==> images/ff_map.png <==
(2 px per µm)
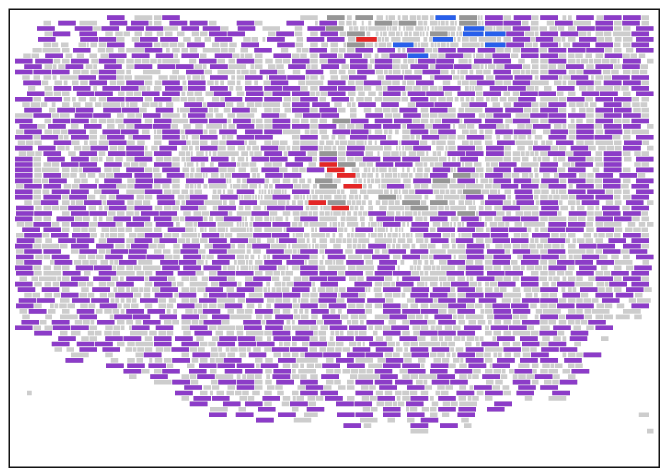
==> images/port_trees.png <==
(1.5 px per µm)
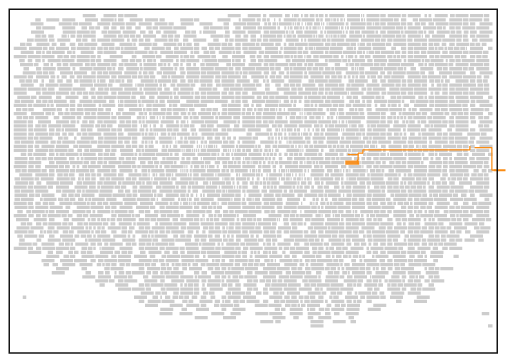
==> images/placed.png <==
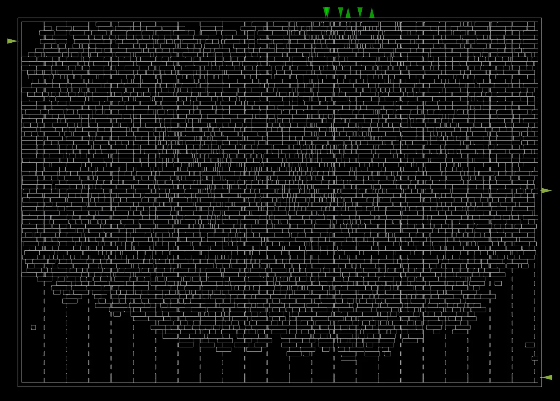
**src/rtl/spi_memory_core_if.sv**
```systemverilog
// spi_memory_core_if: conditioned SPI levels/edge pulses in, MISO and frame status out
interface spi_memory_core_if;
  logic cs_n;
  logic mosi;
  logic sclk_posedge;
  logic sclk_negedge;
  logic miso;
  logic miso_en;
  logic frame_done;
  modport master (
    output cs_n, mosi, sclk_posedge, sclk_negedge,
    input  miso, miso_en, frame_done
  );
  modport slave (
    input  cs_n, mosi, sclk_posedge, sclk_negedge,
    output miso, miso_en, frame_done
  );
endinterface

```
**src/rtl/spi_memory_core.sv**
```systemverilog
// spi_memory_core: SPI slave frame engine (command byte + one data byte) over a register-file memory
module spi_memory_core #(
  parameter int ADDR_WIDTH = 7,
  parameter int DATA_WIDTH = 8
) (
  input  logic               clk,
  input  logic               reset_n,
  spi_memory_core_if.slave   bus
);
  localparam int MAXB = (ADDR_WIDTH + 1 > DATA_WIDTH) ? ADDR_WIDTH + 1 : DATA_WIDTH;
  localparam int CW = $clog2(MAXB + 1);
  localparam logic [CW-1:0] CMD_LAST = CW'(ADDR_WIDTH);
  localparam logic [CW-1:0] DATA_LAST = CW'(DATA_WIDTH - 1);
  typedef enum logic [2:0] {IDLE, GET_CMD, READ_LOAD, READ, WRITE, WRITE_COMMIT, DONE} state_t;
  state_t                state;
  logic [DATA_WIDTH-1:0] mem [2**ADDR_WIDTH];
  logic [ADDR_WIDTH-1:0] cmd;
  logic [ADDR_WIDTH-1:0] addr;
  logic [DATA_WIDTH-1:0] out_sr;
  logic [DATA_WIDTH-1:0] in_sr;
  logic [CW-1:0]         cnt;
  logic                  drive;
  logic                  done_pulse;
  assign bus.miso       = out_sr[DATA_WIDTH-1];
  assign bus.miso_en    = drive;
  assign bus.frame_done = done_pulse;
  always_ff @(posedge clk or negedge reset_n) begin
    if (!reset_n) begin
      state      <= IDLE;
      cmd        <= '0;
      addr       <= '0;
      out_sr     <= '0;
      in_sr      <= '0;
      cnt        <= '0;
      drive      <= 1'b0;
      done_pulse <= 1'b0;
      for (int i = 0; i < 2**ADDR_WIDTH; i++) mem[i] <= '0;
    end else begin
      done_pulse <= 1'b0;
      // chip select release aborts whatever is in flight, including a pending commit
      if (bus.cs_n) begin
        state  <= IDLE;
        cnt    <= '0;
        drive  <= 1'b0;
        out_sr <= '0;
        in_sr  <= '0;
      end else begin
        case (state)
          IDLE: begin
            state <= GET_CMD;
            cnt   <= '0;
          end
          GET_CMD: if (bus.sclk_posedge) begin
            cmd <= {cmd[ADDR_WIDTH-2:0], bus.mosi};
            cnt <= cnt + 1'b1;
            if (cnt == CMD_LAST) begin
              addr  <= cmd;
              cnt   <= '0;
              state <= bus.mosi ? READ_LOAD : WRITE;
            end
          end
          READ_LOAD: begin
            out_sr <= mem[addr];
            drive  <= 1'b1;
            state  <= READ;
          end
          // MSB is presented before the first data rise; later bits advance on falls after a sample
          READ: if (bus.sclk_posedge) begin
            cnt <= cnt + 1'b1;
            if (cnt == DATA_LAST) begin
              cnt        <= '0;
              drive      <= 1'b0;
              out_sr     <= '0;
              done_pulse <= 1'b1;
              state      <= DONE;
            end
          end else if (bus.sclk_negedge && cnt != '0) begin
            out_sr <= out_sr << 1;
          end
          WRITE: if (bus.sclk_posedge) begin
            in_sr <= {in_sr[DATA_WIDTH-2:0], bus.mosi};
            cnt   <= cnt + 1'b1;
            if (cnt == DATA_LAST) begin
              cnt   <= '0;
              state <= WRITE_COMMIT;
            end
          end
          WRITE_COMMIT: begin
            mem[addr]  <= in_sr;
            done_pulse <= 1'b1;
            state      <= DONE;
          end
          DONE: state <= DONE;
          default: state <= IDLE;
        endcase
      end
    end
  end
endmodule

```
**src/flat_wrapper.sv**
```systemverilog
// flat-port wrapper written by rule: the top's interface ports become plain ports
module spi_memory_core_flat 
#(
  parameter int ADDR_WIDTH = 7,
  parameter int DATA_WIDTH = 8
)
  (clk, reset_n, bus_cs_n, bus_mosi, bus_sclk_posedge, bus_sclk_negedge, bus_miso, bus_miso_en, bus_frame_done);
  spi_memory_core_if bus_i ();
  input  logic clk;
  input  logic reset_n;
  input wire logic [$bits(bus_i.cs_n)-1:0] bus_cs_n;
  input wire logic [$bits(bus_i.mosi)-1:0] bus_mosi;
  input wire logic [$bits(bus_i.sclk_posedge)-1:0] bus_sclk_posedge;
  input wire logic [$bits(bus_i.sclk_negedge)-1:0] bus_sclk_negedge;
  output wire logic [$bits(bus_i.miso)-1:0] bus_miso;
  output wire logic [$bits(bus_i.miso_en)-1:0] bus_miso_en;
  output wire logic [$bits(bus_i.frame_done)-1:0] bus_frame_done;
  assign bus_i.cs_n = bus_cs_n;
  assign bus_i.mosi = bus_mosi;
  assign bus_i.sclk_posedge = bus_sclk_posedge;
  assign bus_i.sclk_negedge = bus_sclk_negedge;
  assign bus_miso = bus_i.miso;
  assign bus_miso_en = bus_i.miso_en;
  assign bus_frame_done = bus_i.frame_done;
  spi_memory_core #(.ADDR_WIDTH(ADDR_WIDTH), .DATA_WIDTH(DATA_WIDTH)) u_core (.clk(clk), .reset_n(reset_n), .bus(bus_i));
endmodule
```
**config.mk**
```make
export PLATFORM = sky130hd
export DESIGN_NAME = spi_memory_core_flat
export DESIGN_NICKNAME = d
export VERILOG_FILES = /design/src/rtl/spi_memory_core_if.sv /design/src/rtl/spi_memory_core.sv /design/src/flat_wrapper.sv
export SDC_FILE = /design/constraint.sdc
export NUM_CORES = 2
export LEC_CHECK = 0
export CORE_ASPECT_RATIO = 0.7
export CORE_MARGIN = 2
export CORE_UTILIZATION = 68
export DETAILED_ROUTE_END_ITERATION = 8
export PLACE_DENSITY = 0.94
export SLEW_MARGIN = 10
export SYNTH_ARGS = -nofsm -noshare
export SYNTH_HDL_FRONTEND = slang
export SYNTH_SLANG_ARGS = --single-unit
```
**constraint.sdc**
```tcl
create_clock -name clk -period 4.75 [get_ports clk]
set_input_delay 0.475 -clock clk [delete_from_list [all_inputs] [get_ports clk]]
set_output_delay 0.475 -clock clk [all_outputs]
set_load 0.005 [all_outputs]
```
==> impl_metrics.env <==
# flow metrics
export IMPL_gr_usage_met1_pct=50.4
export IMPL_gp_congestion=1.01
export IMPL_tritoncts="yes"
export IMPL_vias=32500
export IMPL_drc=0
export IMPL_required_ps=5320
export IMPL_finalClockPeriodUsage_pct=86.1
export IMPL_detail_route_wl_per_cell_um=29.9
export IMPL_synthDistinctLibCells=53
export IMPL_seq_area_frac_synth_pct=54.5
export IMPL_antenna_found_initial=4
export IMPL_synthToLayoutAreaGrowth_pct=8.24
export IMPL_status="complete, no violations"
export IMPL_p_leak_nw=24.2
export IMPL_vias_per_cell=7.20
export IMPL_logic_area_um2=20900
export IMPL_peakVddDrop_uv=406
export IMPL_wl_um=135000
export IMPL_path_max_fanout=52
export IMPL_cts_buffers=93
export IMPL_warning_count=39
export IMPL_hp_class="input port to async pin"
## Picture notes: ff_map.png
[`u_core.in_sr`] blue | sequential cells: 8
[`u_core.mem`] purple | sequential cells: 1024 | where: spread over the die
[`u_core.addr`] red | sequential cells: 7
not colored: 24
Seq group: 0.00910 W
Sequential cell area: 26600 µm²
final core occ: 74.1%
flop share of the area: 50.4%

## Picture notes: port_trees.png
[`bus_miso`] orange | bits: 1 | direction: output | edge: right | end cells: 1 | wire: 124 µm
io pins: 9
IO buf count: 8

## Picture notes: placed.png
tap cells: 966
Fill cells: 3945

-- cells in the final DEF, fill, tap and decap left out, types with 10 or more instances in the layout --
cell type | Yosys | routed
clkbuf_16 | 0 | 96
mux2_2 | 971 | 971
mux2i_1 | 453 | 453
nor2_1 | 33 | 33
dfrtp_1 | 1063 | 1052
o22ai_1 | 228 | 228
nor2_2 | 41 | 41
buf_4 | 17 | 61
nor3_1 | 10 | 10
a221oi_1 | 19 | 19
o21ai_0 | 12 | 12
mux4_2 | 17 | 17
clkbuf_1 | 128 | 17
nand2_2 | 58 | 58
mux2_1 | 77 | 77
nor4_1 | 57 | 57
nor2b_1 | 11 | 11
buf_12 | 0 | 13
a21oi_1 | 22 | 22
a22o_1 | 11 | 11
clkinv_2 | 0 | 14
clkbuf_8 | 0 | 27
nand2_1 | 122 | 122
-- routing by layer --
| layer | part of all wire (%) | wire length, µm |
|---|---|---|
| met1 | 39 | 52500 |
| met4 | 5.3 | 7150 |
| met5 | 0.038 | 51 |
| met2 | 43 | 58800 |
| met3 | 12 | 16800 |
-- per-stage QoR --
| step | hold slack (ps) | utilization (%) | std cells | worst slack (ps) |
|---|---|---|---|---|
| after global placement | 470 | 69.6 | 4346 | 882 |
| after global routing | 492 | 74.1 | 4516 | 710 |
| after CTS | 468 | 74.1 | 4515 | 859 |
| final | 444 | 74.1 | 4516 | 659 |
| after floorplan | 179 | - | 3538 | 2420 |
| after detailed placement | 481 | 69.6 | 4346 | 901 |
-- layout make-up --
type	count	area share (%)
multi-input cells	2228	39.6
well taps	966	2.29
clock buffers	140	5.37
repair buffers	84	1.59
flip-flops and latches	1063	50.4
clock inverters	28	0.696
inverters	7	0.0497
-- worst paths after layout --
kind	end	cells after the start
worst min register to register	u_core.mem[532]	1
worst min-delay path	u_core.mem[594]	2
min in group clk	u_core.in_sr[0]	3
worst max register to register	u_core.out_sr[3]	8
worst max-delay path	u_core.out_sr[3]	8
max in group asynchronous	u_core.addr[0]	3
-- kinds of logic (layout without fill, tap and decap cells) --
| kind of cell | after synthesis | in the layout | synth area share (%) |
|---|---|---|---|
| simple gates | 382 | 382 | 4.19 |
| flops | 1063 | 1063 | 54.5 |
| compound gates | 325 | 325 | 4.33 |
| fa+ha+maj | 2 | 2 | 0.0512 |
| mux | 1519 | 1519 | 34.3 |
| buf+inv | 247 | 259 | 2.70 |
-- power by group --
part | total, W | internal (W) | switching, W
Sequential | 0.00910 | 0.00907 | 0.0000244
Clock | 0.00805 | 0.00456 | 0.00349
Combinational | 0.000248 | 0.0000474 | 0.000201
Total | 0.0174 | 0.0137 | 0.00372
-- state kept, by name, summed over array words and instances (netlist names) --
name	cells
u_core.out_sr	8
u_core.addr	7
u_core.cnt	4
u_core.in_sr	8
u_core.bus.miso_en	1
u_core.mem	1024
u_core.cmd	7
u_core.bus.frame_done	1
u_core.state	3
-- worst max-delay path, cell delays in order, from the launching register on --
cell	delay [ps]
dfrtp_4	1190
buf_12	390
buf_4	360
mux2i_1	260
o22ai_1	100
nor4_1	600
nand2_1	270
mux4_2	510
a21o_1	180
No activity file was given, so power comes from the tool's default toggle rates.
